## config.mk

```make
export PLATFORM = sky130hd
export DESIGN_NAME = trisc2_control
export DESIGN_NICKNAME = d
export VERILOG_FILES = /design/src/rtl/trisc2_pkg.sv /design/src/rtl/trisc2_alu.sv /design/src/rtl/trisc2_control.sv
export SDC_FILE = /design/constraint.sdc
export NUM_CORES = 1
export LEC_CHECK = 0
export ABC_AREA = 1
export CAP_MARGIN = 5
export CORE_MARGIN = 10
export CORE_UTILIZATION = 40
export CTS_CLUSTER_DIAMETER = 120
export DETAILED_ROUTE_END_ITERATION = 8
export GPL_TIMING_DRIVEN = 1
export MAX_ROUTING_LAYER = met4
export PLACE_DENSITY_LB_ADDON = 0.2
export SYNTH_ARGS = -nofsm -noshare
export SYNTH_HDL_FRONTEND = slang
export SYNTH_HIERARCHICAL = 1
export SYNTH_SLANG_ARGS = --single-unit
export TNS_END_PERCENT = 10
```

## constraint.sdc

```tcl
create_clock -name clock -period 4.2 [get_ports clock]
set_input_delay 0.84 -clock clock [delete_from_list [all_inputs] [get_ports clock]]
set_output_delay 0.84 -clock clock [all_outputs]
set_load 0.05 [all_outputs]
```

## src/rtl/trisc2_pkg.sv

```systemverilog
// Shared definitions for the TRISC2 run-mode sequencer: widths, opcodes, state encoding.
package trisc2_pkg;

  localparam int ADDR_W_DEF = 4;
  localparam int DATA_W_DEF = 8;

  localparam logic [3:0] OP_NOP = 4'd0;
  localparam logic [3:0] OP_LDA = 4'd1;
  localparam logic [3:0] OP_ADD = 4'd2;
  localparam logic [3:0] OP_SUB = 4'd3;
  localparam logic [3:0] OP_STA = 4'd4;
  localparam logic [3:0] OP_JMP = 4'd5;
  localparam logic [3:0] OP_JZ  = 4'd6;
  localparam logic [3:0] OP_HLT = 4'd7;

  typedef enum logic [2:0] {
    ST_IDLE,
    ST_FETCH,
    ST_FETCH_W,
    ST_DECODE,
    ST_READ,
    ST_READ_W,
    ST_WRITE,
    ST_HALT
  } state_e;

endpackage

```

## src/rtl/trisc2_alu.sv

```systemverilog
// Combinational accumulator datapath for LDA/ADD/SUB; carry is the 9th sum bit or the borrow.
module trisc2_alu
  import trisc2_pkg::*;
#(
  parameter int DATA_W = DATA_W_DEF
) (
  input  logic [DATA_W-1:0] acc,
  input  logic [DATA_W-1:0] operand,
  input  logic [3:0]        opcode,
  output logic [DATA_W-1:0] result,
  output logic              carry
);

  always_comb begin
    result = acc;
    carry  = 1'b0;
    case (opcode)
      OP_LDA: result = operand;
      OP_ADD: {carry, result} = {1'b0, acc} + {1'b0, operand};
      OP_SUB: begin
        result = acc - operand;
        carry  = (acc < operand);
      end
      default: ;
    endcase
  end

endmodule

```

## src/rtl/trisc2_control.sv

```systemverilog
// TRISC2 fetch/decode/execute sequencer: owns PC, MAR, IR, ACC and drives the run-mode RAM port.
module trisc2_control
  import trisc2_pkg::*;
#(
  parameter int ADDR_W = ADDR_W_DEF,
  parameter int DATA_W = DATA_W_DEF
) (
  input  logic              clock,
  input  logic              clear,
  input  logic              start_stop,
  input  logic [DATA_W-1:0] mem_q,
  output logic [ADDR_W-1:0] mem_addr,
  output logic [DATA_W-1:0] mem_data,
  output logic              mem_en,
  output logic              mem_wren,
  output logic [ADDR_W-1:0] pc,
  output logic [ADDR_W-1:0] mar,
  output logic [DATA_W-1:0] ir,
  output logic [DATA_W-1:0] acc,
  output logic              zf,
  output logic              cf,
  output logic              running,
  output logic              halted
);

  state_e            state_q, state_d;
  logic [ADDR_W-1:0] pc_q, pc_d, mar_q, mar_d;
  logic [DATA_W-1:0] ir_q, ir_d, acc_q, acc_d;
  logic              cf_q, cf_d;

  logic [3:0]        opcode;
  logic [ADDR_W-1:0] operand_addr;
  logic [DATA_W-1:0] alu_result;
  logic              alu_carry;
  state_e            boundary_state;

  assign opcode         = ir_q[DATA_W-1 -: 4];
  assign operand_addr   = ir_q[ADDR_W-1:0];
  // Instruction boundary: a stop request only takes effect here, never mid-access.
  assign boundary_state = start_stop ? ST_FETCH : ST_IDLE;

  trisc2_alu #(.DATA_W(DATA_W)) u_alu (
    .acc     (acc_q),
    .operand (mem_q),
    .opcode  (opcode),
    .result  (alu_result),
    .carry   (alu_carry)
  );

  // NOTE: every signal gets a default before the case so no path leaves one unassigned (no latches).
  always_comb begin
    state_d  = state_q;
    pc_d     = pc_q;
    mar_d    = mar_q;
    ir_d     = ir_q;
    acc_d    = acc_q;
    cf_d     = cf_q;
    mem_addr = '0;
    mem_en   = 1'b0;
    mem_wren = 1'b0;
    case (state_q)
      ST_IDLE: if (start_stop) state_d = ST_FETCH;
      ST_FETCH: begin
        mem_addr = pc_q;
        mem_en   = 1'b1;
        state_d  = ST_FETCH_W;
      end
      ST_FETCH_W: begin
        ir_d    = mem_q;
        pc_d    = pc_q + ADDR_W'(1);
        state_d = ST_DECODE;
      end
      ST_DECODE: begin
        mar_d   = operand_addr;
        state_d = boundary_state;
        case (opcode)
          OP_LDA, OP_ADD, OP_SUB: state_d = ST_READ;
          OP_STA: state_d = ST_WRITE;
          OP_JMP: pc_d = operand_addr;
          OP_JZ:  if (acc_q == '0) pc_d = operand_addr;
          OP_HLT: state_d = ST_HALT;
          default: ;
        endcase
      end
      ST_READ: begin
        mem_addr = mar_q;
        mem_en   = 1'b1;
        state_d  = ST_READ_W;
      end
      ST_READ_W: begin
        acc_d   = alu_result;
        if (opcode == OP_ADD || opcode == OP_SUB) cf_d = alu_carry;
        state_d = boundary_state;
      end
      ST_WRITE: begin
        mem_addr = mar_q;
        mem_en   = 1'b1;
        mem_wren = 1'b1;
        state_d  = boundary_state;
      end
      ST_HALT: ;
      default: state_d = ST_IDLE;
    endcase
  end

  // NOTE: state uses non-blocking assignments so all flops sample the same pre-edge values.
  always_ff @(posedge clock or posedge clear) begin
    if (clear) begin
      state_q <= ST_IDLE;
      pc_q    <= '0;
      mar_q   <= '0;
      ir_q    <= '0;
      acc_q   <= '0;
      cf_q    <= 1'b0;
    end else begin
      state_q <= state_d;
      pc_q    <= pc_d;
      mar_q   <= mar_d;
      ir_q    <= ir_d;
      acc_q   <= acc_d;
      cf_q    <= cf_d;
    end
  end

  assign mem_data = acc_q;
  assign pc       = pc_q;
  assign mar      = mar_q;
  assign ir       = ir_q;
  assign acc      = acc_q;
  assign zf       = (acc_q == '0);
  assign cf       = cf_q;
  assign running  = (state_q != ST_IDLE) && (state_q != ST_HALT);
  assign halted   = (state_q == ST_HALT);

endmodule

```

==> qor.yml <==
worstPathCellList: "inv_1, nand3_1, o22ai_1, clkdlybuf4s50_1"
synth_area_mm2: 0.002504
end_kind: "output pin"
r2r-end: "cf"
firstDrtPassIters: 4
status: "finished, final reports clean"
slew_headroom_pct: 27.05
grt_max_degree: 29
holdBufCountCts: 0
drtAntennaViolNets: 0
syn_nets: 402
critPathBufInv: 2
maxCapViolations: 0
ys_cells: 371
xor_area_share_pct: 0.3498
cp.arrival_ns: 2.27
drive_gt1_share_pct: 8.454
syn_inst: 371
crit_type: "register to output pin"
numSynthFlops: 28
lay_top_cells: "nand2_1 (130), inv_1 (54), clkdlybuf4s50_1 (52), nand3_1 (36), dfrtp_1 (28)"
avgViaCountPerCell: 4.982
num_antenna_cells: 0
lay_top_count: "nand2_1"
setup_viol: 0
dp_worst_setup_slack_ns: 1.324
core_area_mm2: 0.005991
clock_path_buffers: 2
cp_num_cells: 4
area_growth_syn_to_layout_pct: 22.34
path_delay_family: "buffers and inverters"
tool_warnings: 35
finClkSkew_ns: 0.005801
## routing by layer
| layer | global-route usage (%) | share of wire [%] |
|---|---|---|
| met5 | - | 0 |
| met4 | 1.764 | 0.25 |
| met3 | 3.668 | 6.5 |
| met2 | 20.14 | 43 |
| met1 | 19.60 | 50 |
## cell type report
type,count,area (µm²)
multi-input combinational,267,1456
inverter,63,236.5
clock buffer,4,55.05
tap,75,93.84
timing repair buffer,52,520.5
sequential,28,700.7
fill,609,2928
## metrics by stage
stage | std cells | hold WS (ns)
3_5_place_dp | 485 | 0.5096
4_1_cts | 489 | 0.5366
6_report | 489 | 0.5359
5_1_grt | 489 | 0.5689
2_1_floorplan | 371 | 0.5802
3_3_place_gp | 485 | 0.5061
## tightest hold or removal path, stage by stage, from the launching register on
cell	delay (ns)
dfrtp_1	0.39
nand2_1	0.07
nand2_1	0.05
## worst max-delay path by stage
stage | start | to
2_1_floorplan | state_q[2] | mem_addr[0]
3_3_place_gp | mem_q[0] | cf
3_5_place_dp | mem_q[0] | cf
4_1_cts | state_q[2] | mem_addr[1]
5_1_grt | state_q[2] | mem_addr[1]
6_report | state_q[2] | mem_addr[1]
## cells in the mapped netlist, drive strengths merged (2+ instances only)
library cell / number / share of area, %
ha: 18 / 9.0
nand3: 36 / 7.2
inv: 62 / 9.3
a21oi: 7 / 2.1
nand4: 7 / 1.7
nand2: 140 / 23
nor2: 19 / 3.7
nor3: 4 / 1.0
nand3b: 2 / 0.60
o21ai: 15 / 3.6
or2: 3 / 0.75
dfrtp: 28 / 28
o22ai: 4 / 1.0
buf: 13 / 4.4
fa: 2 / 1.6
o2111ai: 4 / 1.4
Figure 1. M3 wires.
Cells faint in the background.
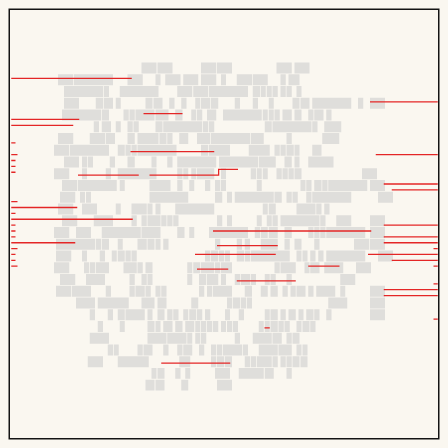
longest straight run: 36.3 µm
wire length on this layer: 443 µm
Total Routed Length: 6833 µm
vias: 2436
GRT met3 Usage: 3.668%

Figure 2. Track usage over the die.
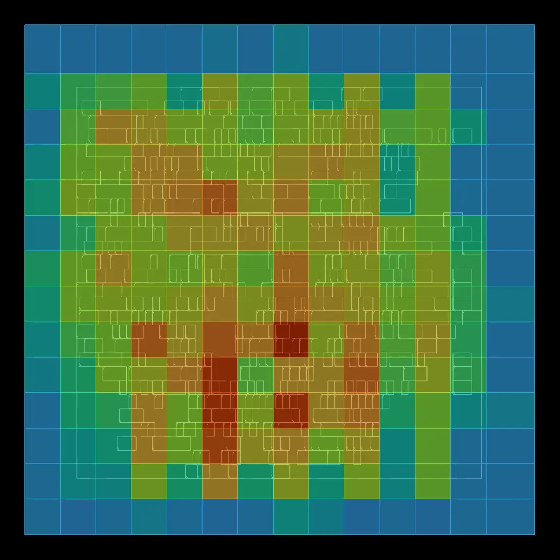
final core occ: 51.13%
GRT Total Usage: 14.00%

Figure 3. Metal 2.
The bar under the picture is 20 µm long.
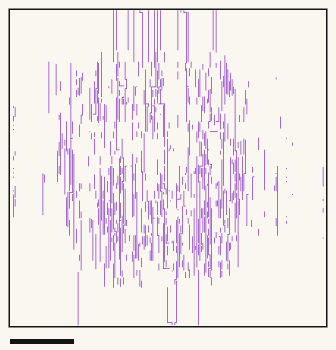
longest straight run: 38.1 µm
nets with wire on the layer: 344
wire length on this layer: 2940 µm
share of all routed wire: 43%
main direction: vertical
grt met2 use: 20.14%

